Run 1, I/O nets highlighted:
(4 px per um)
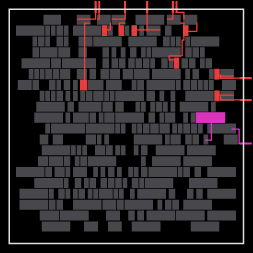
Run 1, placed standard cells:
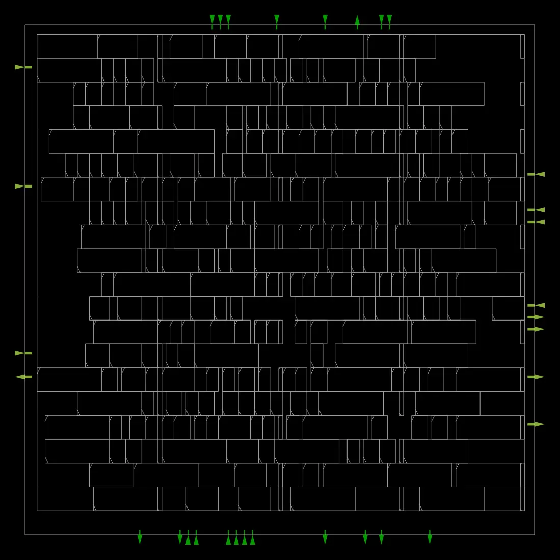
Run 1, signal wires on met1:
(8 px per um) Supply wires on this layer in gray. Cells faint in the background.
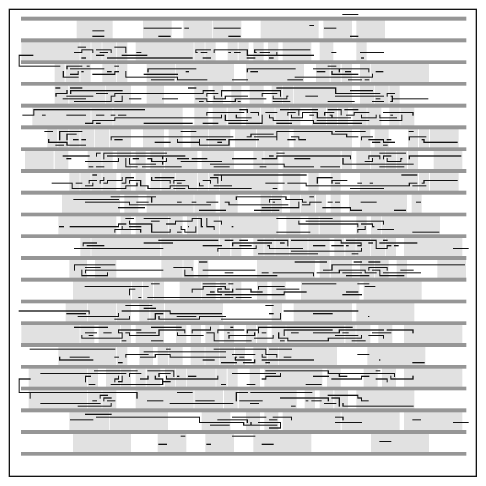
<file path="config.mk">
export PLATFORM = sky130hd
export DESIGN_NAME = serial_subtractor
export DESIGN_NICKNAME = d
export VERILOG_FILES = /design/src/rtl/serial_subtractor.sv
export SDC_FILE = /design/constraint.sdc
export NUM_CORES = 1
export LEC_CHECK = 0
export ABC_AREA = 1
export CORE_UTILIZATION = 50
export DETAILED_ROUTE_END_ITERATION = 10
export PLACE_DENSITY_LB_ADDON = 0.3
export SLEW_MARGIN = 20
export SYNTH_ARGS = -nofsm -noshare
export SYNTH_HDL_FRONTEND = slang
export SYNTH_SLANG_ARGS = --single-unit
</file>
<file path="constraint.sdc">
create_clock -name clk -period 1.5 [get_ports clk]
set_input_delay 0.375 -clock clk [delete_from_list [all_inputs] [get_ports clk]]
set_output_delay 0.375 -clock clk [all_outputs]
set_load 0.05 [all_outputs]
</file>
<file path="src/rtl/serial_subtractor.sv">
// Bit-serial ripple-borrow subtractor: diff = a - b - bin, one bit per clock, LSB first.
// A single full-subtractor cell feeds a registered borrow; results appear with a one-cycle done pulse.
module serial_subtractor #(
    parameter int WIDTH = 8
) (
    input  logic             clk,
    input  logic             rst,
    input  logic             start,
    input  logic [WIDTH-1:0] a,
    input  logic [WIDTH-1:0] b,
    input  logic             bin,
    output logic             busy,
    output logic             done,
    output logic [WIDTH-1:0] diff,
    output logic             bout,
    output logic             ovf
);

    localparam int CW = $clog2(WIDTH);

    typedef enum logic [1:0] {
        IDLE  = 2'd0,
        SHIFT = 2'd1,
        DONE  = 2'd2
    } state_t;

    state_t           state;
    state_t           state_nxt;
    logic [WIDTH-1:0] a_sr;
    logic [WIDTH-1:0] b_sr;
    logic [CW-1:0]    cnt;
    logic             borrow;
    logic             sa;
    logic             sb;

    logic x;
    logic y;
    logic d;
    logic borrow_nxt;
    logic last;

    // Full-subtractor cell on the current LSBs
    always_comb begin
        x          = a_sr[0];
        y          = b_sr[0];
        d          = x ^ y ^ borrow;
        borrow_nxt = (~x & y) | (~(x ^ y) & borrow);
        last       = (cnt == CW'(WIDTH - 1));
    end

    always_ff @(posedge clk) begin
        if (rst) state <= IDLE;
        else     state <= state_nxt;
    end

    always_comb begin
        state_nxt = state;
        case (state)
            IDLE:    if (start) state_nxt = SHIFT;
            SHIFT:   if (last)  state_nxt = DONE;
            DONE:    state_nxt = IDLE;
            default: state_nxt = IDLE;
        endcase
    end

    // The A register doubles as the result register: each difference bit enters
    // at the MSB as the consumed minuend bit leaves at the LSB.
    always_ff @(posedge clk) begin
        if (rst) begin
            a_sr   <= '0;
            b_sr   <= '0;
            cnt    <= '0;
            borrow <= 1'b0;
            sa     <= 1'b0;
            sb     <= 1'b0;
            diff   <= '0;
            bout   <= 1'b0;
            ovf    <= 1'b0;
        end else begin
            case (state)
                IDLE: begin
                    if (start) begin
                        a_sr   <= a;
                        b_sr   <= b;
                        borrow <= bin;
                        sa     <= a[WIDTH-1];
                        sb     <= b[WIDTH-1];
                        cnt    <= '0;
                    end
                end
                SHIFT: begin
                    a_sr   <= {d, a_sr[WIDTH-1:1]};
                    b_sr   <= b_sr >> 1;
                    borrow <= borrow_nxt;
                    if (!last) cnt <= cnt + 1'b1;
                    // Outputs are loaded only on the final bit, so partial sums never show
                    if (last) begin
                        diff <= {d, a_sr[WIDTH-1:1]};
                        bout <= borrow_nxt;
                        ovf  <= (sa ^ sb) & (sa ^ d);
                    end
                end
                default: ;
            endcase
        end
    end

    assign busy = (state == SHIFT);
    assign done = (state == DONE);

endmodule

</file>
==> results.sh, run 1 <==
# flow metrics
export IMPL_power_density_nw_per_um2=825
export IMPL_synthArstFlopShare_pct=0
export IMPL_critPathMaxFanout=4
export IMPL_highest_layer="met4"
export IMPL_syn_cell_area_um2=1580
export IMPL_max_stage_delay_ps=390
export IMPL_pg_seq_uw=969
export IMPL_die_area_um2=3390
export IMPL_setup_ws_ps=41.1
export IMPL_grt_overflow=0
export IMPL_fp_nets=246
export IMPL_pg_clk_uw=518
export IMPL_largest_area_cell="dfxtp_1"
export IMPL_finalHoldViolations=0
export IMPL_comb_area_share_pct=32.5
export IMPL_crit_path_end="busy"
export IMPL_logic_area_um2=716
export IMPL_cp_slowest_cell="dfxtp_4"
export IMPL_finalCriticalPeriod_ps=1460
export IMPL_core_area_um2=3030
export IMPL_synth_cells=223
export IMPL_crit_family="flip-flops"
export IMPL_hpwl_um=2470
export IMPL_grt_pass1_vias=1411
export IMPL_outcome="finished, final reports clean"
export IMPL_syn2layout_area_growth_pct=39.4
export IMPL_fin_area_um2=2200
export IMPL_synth_cell_type_count=22
export IMPL_cts_setup_buffers=0
export IMPL_power_frac_comb_pct=18.1
export IMPL_fin_setup_tns_ps=0
export IMPL_rsz0062_at_grt="false"
export IMPL_drive_gt1_share_pct=17.2
export IMPL_p_int_mw=1.33
export IMPL_hold_path_startpoint="b_sr[2]"
export IMPL_clkSinkCount=34
export IMPL_power_frac_seq_pct=53.4
export IMPL_grt_max_degree=24
export IMPL_comb_power_uw=329
export IMPL_wl_per_cell_um=11.5
export IMPL_p_leak_nw=0.980
export IMPL_gp_congestion=0.880
export IMPL_clock_root_buffer="clkbuf_4"
export IMPL_warning_count=26
export IMPL_reg2reg_depth=7
export IMPL_tightest_slew_ps=329
export IMPL_flop_cell="dfxtp_1"
export IMPL_slew_headroom_pct=78.0
export IMPL_switching_share_pct=27.0
export IMPL_utilization_pct=72.7
export IMPL_arrival_ps=1080
export IMPL_cts_hold_buf=0
export IMPL_flop_area_um2=688
export IMPL_groute_layer_met2_usage_pct=39.1
export IMPL_adder_share_pct=2.85
export IMPL_grt_use_total_pct=22.4
export IMPL_syn_area_per_cell_um2=7.08
export IMPL_cp_num_cells=3
export IMPL_peakVddDrop_uv=584
export IMPL_largest_cell_class="multi-input combinational cells"
export IMPL_seq_cells=34
export IMPL_hold_class="reg2reg"
export IMPL_dr_wl_met2_um=1750
export IMPL_placed_cells=300
export IMPL_final_setup_viol_count=0
export IMPL_die_width_um=58.2
export IMPL_wl_met1_um=1630
export IMPL_first_pass_iters=5
export IMPL_ys_seq_share_pct=43.1
export IMPL_pwr_share_clk_pct=28.5
export IMPL_endpoint_kind="output pin"
export IMPL_inverters=36
export IMPL_r2r_end="ovf"
export IMPL_logic_family="simple AND/OR/NAND/NOR gates"
export IMPL_period_used_pct=97.3
export IMPL_dr_wl_met3_um=130
export IMPL_drt_iter0_markers=60
export IMPL_drc_errors=0
export IMPL_synth_cells_most_frequent="44 x nand2_1, 39 x nand3_1, 34 x dfxtp_1, 34 x inv_1, 22 x nor2_1"
export IMPL_reg2reg_slack_ps=100
export IMPL_cts_resized=3
export IMPL_start_kind="register"
export IMPL_hold_end="b_sr[2]"
export IMPL_htree_num_levels=2
export IMPL_clock_latency_ps=330
export IMPL_nNetsFinal=289
export IMPL_total_power_mw=1.82
export IMPL_nClkBuffers=7
export IMPL_crit_type="reg2out"
export IMPL_xor_share_pct=0
export IMPL_min_path_cells=2
export IMPL_synth_edff_count=0
export IMPL_grt_pass1_wl_um=5810
export IMPL_synth_area_mux_share_pct=0
export IMPL_diodes=0
export IMPL_clockNetworkAreaShare_pct=2.73
export IMPL_top_usage_layer="met2"
export IMPL_hold_ws_ps=469
export IMPL_slew_violations=0
export IMPL_final_common_cell="nand2_1"
export IMPL_required_ps=1120
export IMPL_signal_buffers=44
export IMPL_clk_pin_slew_ps=100
export IMPL_reg_largest_list="a_sr: 8 flops, b_sr: 8 flops, diff: 8 flops"
export IMPL_startpoint="state[0]"
-- 'I/O nets highlighted' (at the start) --
red -> b  # bits 8, direction input, edge 6 top, 2 right, end cells 8, buffers 8, wire 100 um
magenta -> ovf  # bits 1, direction output, edge right, end cells 1, buffers 1, wire 15.1 um
I/O Buffers: 31
I/O Pins: 32

-- 'placed standard cells' (at the start) --
row cnt: 20
Tapcells: 44
Final Non-Filler Cells: 311
Fill cells: 246

-- 'signal wires on met1' (at the start) --
wire length on this layer = 1,630 um
longest straight run = 16.6 um
share of all routed wire = 46%
main direction = horizontal
final wirelength: 3570 um
vias: 1,525
grt met1 use: 26.9%

## Run 2: what changed since run 1
--- a/config.mk
+++ b/config.mk
@@ -7,6 +7,7 @@
 export LEC_CHECK = 0
 export ABC_AREA = 1
 export CORE_UTILIZATION = 50
+export CTS_CLUSTER_SIZE = 12
 export DETAILED_ROUTE_END_ITERATION = 10
 export PLACE_DENSITY_LB_ADDON = 0.3
 export SLEW_MARGIN = 20
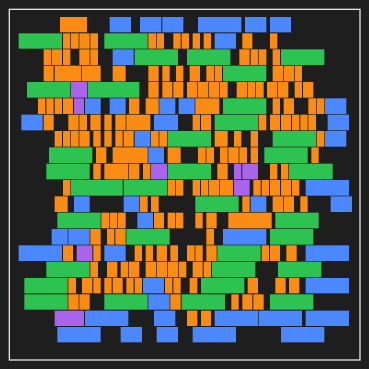
Run 2: cell classes on the final placement
(6 px per um)
blue -> remaining buffers and delay cells  # cells 44, share of their area 25%
purple -> clock drivers and dummy loads  # cells 8, share of their area 2.8%
orange -> remaining logic cells  # cells 181, share of their area 40%
green -> registers  # cells 34, share of their area 32%
final core occ: 72.7%
post-route design area: 2200 um^2

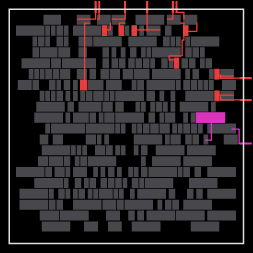
Run 2: I/O nets highlighted
(4 px per um)
magenta -> ovf  # bits 1, direction output, edge right, end cells 1, buffers 1, wire 15.1 um
red -> b  # bits 8, direction input, edge 6 top, 2 right, end cells 8, buffers 8, wire 100 um

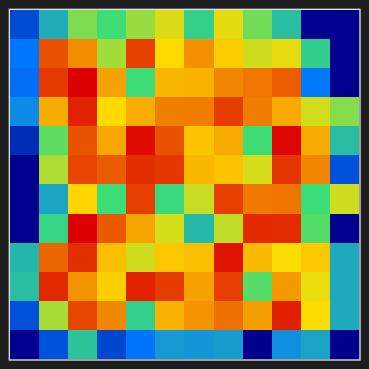
Run 2: placement density heat map
(6 px per um) The die is cut into 12 by 12 equal tiles; dark blue is low, red is high, 0 to 100% covered.
fullest tile = 100%
nearly empty tiles = 7.6%
tiles over 75% full = 50%
floorplan core density: 52.1%
total core area: 3030 um^2

==> run 2 against run 1 <==
  * Core utilization unchanged
  * Sequential share of layout area unchanged
  * Final cell count is the same
  * Register-to-register slack hardly changed
  * Critical endpoint unchanged
  * Global-route usage unchanged
  * First-iteration DRC count is the same
  * Clock power barely moved
  * Via count stayed put
  * Critical path type unchanged
  * Highest routed layer unchanged
==> results.sh, run 2 <==
# flow metrics
export IMPL_outcome="finished, final reports clean"
export IMPL_hold_end="b_sr[2]"
export IMPL_flop_area_um2=688
export IMPL_hold_path_startpoint="b_sr[2]"
export IMPL_top_usage_layer="met2"
export IMPL_clock_root_buffer="clkbuf_4"
export IMPL_setup_ws_ps=41.1
export IMPL_finalCriticalPeriod_ps=1460
export IMPL_final_common_cell="nand2_1"
export IMPL_wl_met1_um=1630
export IMPL_finalHoldViolations=0
export IMPL_clock_latency_ps=330
export IMPL_wl_per_cell_um=11.5
export IMPL_logic_family="simple AND/OR/NAND/NOR gates"
export IMPL_drive_gt1_share_pct=17.2
export IMPL_io_pins=32
export IMPL_flop_cell="dfxtp_1"
export IMPL_use_met1_pct=26.9
export IMPL_adder_share_pct=2.85
export IMPL_synth_cell_type_count=22
export IMPL_aoi_share_pct=8.56
export IMPL_ys_cells=223
export IMPL_cp_slowest_cell="dfxtp_4"
export IMPL_synthArstFlopShare_pct=0
export IMPL_vias=1525
export IMPL_largest_area_cell="dfxtp_1"
export IMPL_grt_max_degree=24
export IMPL_power_density_nw_per_um2=825
export IMPL_grt_use_total_pct=22.4
export IMPL_comb_cells=145
export IMPL_comb_area_share_pct=32.5
export IMPL_final_setup_viol_count=0
export IMPL_cts_resized=3
export IMPL_synth_cells_most_frequent="44 x nand2_1, 39 x nand3_1, 34 x dfxtp_1, 34 x inv_1, 22 x nor2_1"
export IMPL_arrival_ps=1080
export IMPL_endpoint_kind="output pin"
export IMPL_seq_cells=34
export IMPL_reg2reg_depth=7
export IMPL_htree_num_levels=2
export IMPL_drt_total_wl_um=3570
export IMPL_crit_path_end="busy"
export IMPL_dr_wl_met3_um=130
export IMPL_comb_power_uw=329
export IMPL_syn_area_per_cell_um2=7.08
export IMPL_slew_violations=0
export IMPL_p_leak_nw=0.980
export IMPL_syn2layout_area_growth_pct=39.4
export IMPL_clk_pin_slew_ps=100
export IMPL_signal_buffers=44
export IMPL_period_used_pct=97.3
export IMPL_syn_cell_area_um2=1580
export IMPL_power_frac_seq_pct=53.4
export IMPL_switching_share_pct=27.0
export IMPL_pwr_share_clk_pct=28.5
export IMPL_tightest_slew_ps=329
export IMPL_start_kind="register"
export IMPL_rsz0062_at_grt="false"
export IMPL_grt_pass1_vias=1411
export IMPL_pg_clk_uw=518
export IMPL_cts_hold_buf=0
export IMPL_power_frac_comb_pct=18.1
export IMPL_crit_family="flip-flops"
export IMPL_reg_largest_list="a_sr: 8 flops, b_sr: 8 flops, diff: 8 flops"
export IMPL_cts_setup_buffers=0
export IMPL_clockNetworkAreaShare_pct=2.73
export IMPL_grt_overflow=0
export IMPL_logic_area_um2=716
export IMPL_synth_cells=223
export IMPL_reg2reg_slack_ps=100
export IMPL_nClkBuffers=7
export IMPL_largest_cell_class="multi-input combinational cells"
export IMPL_warning_count=26
export IMPL_synth_edff_count=0
export IMPL_ys_seq_share_pct=43.1
export IMPL_groute_layer_met2_usage_pct=39.1
export IMPL_inverters=36
export IMPL_required_ps=1120
export IMPL_cp_num_cells=3
export IMPL_total_power_mw=1.82
export IMPL_first_pass_iters=5
export IMPL_r2r_end="ovf"
export IMPL_min_path_cells=2
export IMPL_highest_layer="met4"
export IMPL_critPathMaxFanout=4
export IMPL_n_fill_cell=246
export IMPL_hold_ws_ps=469
export IMPL_std_cell_rows=20
export IMPL_max_stage_delay_ps=390
export IMPL_p_switching_uw=491
export IMPL_hpwl_um=2470
export IMPL_stdcell_count=311
export IMPL_diodes=0
export IMPL_dr_wl_met2_um=1750
export IMPL_slew_headroom_pct=78.0
export IMPL_drt_iter0_markers=60
export IMPL_gp_congestion=0.880
export IMPL_xor_share_pct=0
export IMPL_nWellTaps=44
export IMPL_hold_class="reg2reg"
export IMPL_p_int_mw=1.33
export IMPL_fin_setup_tns_ps=0
export IMPL_nNetsFinal=289
Power figures rest on the tool's default switching activity, not on a simulated workload.
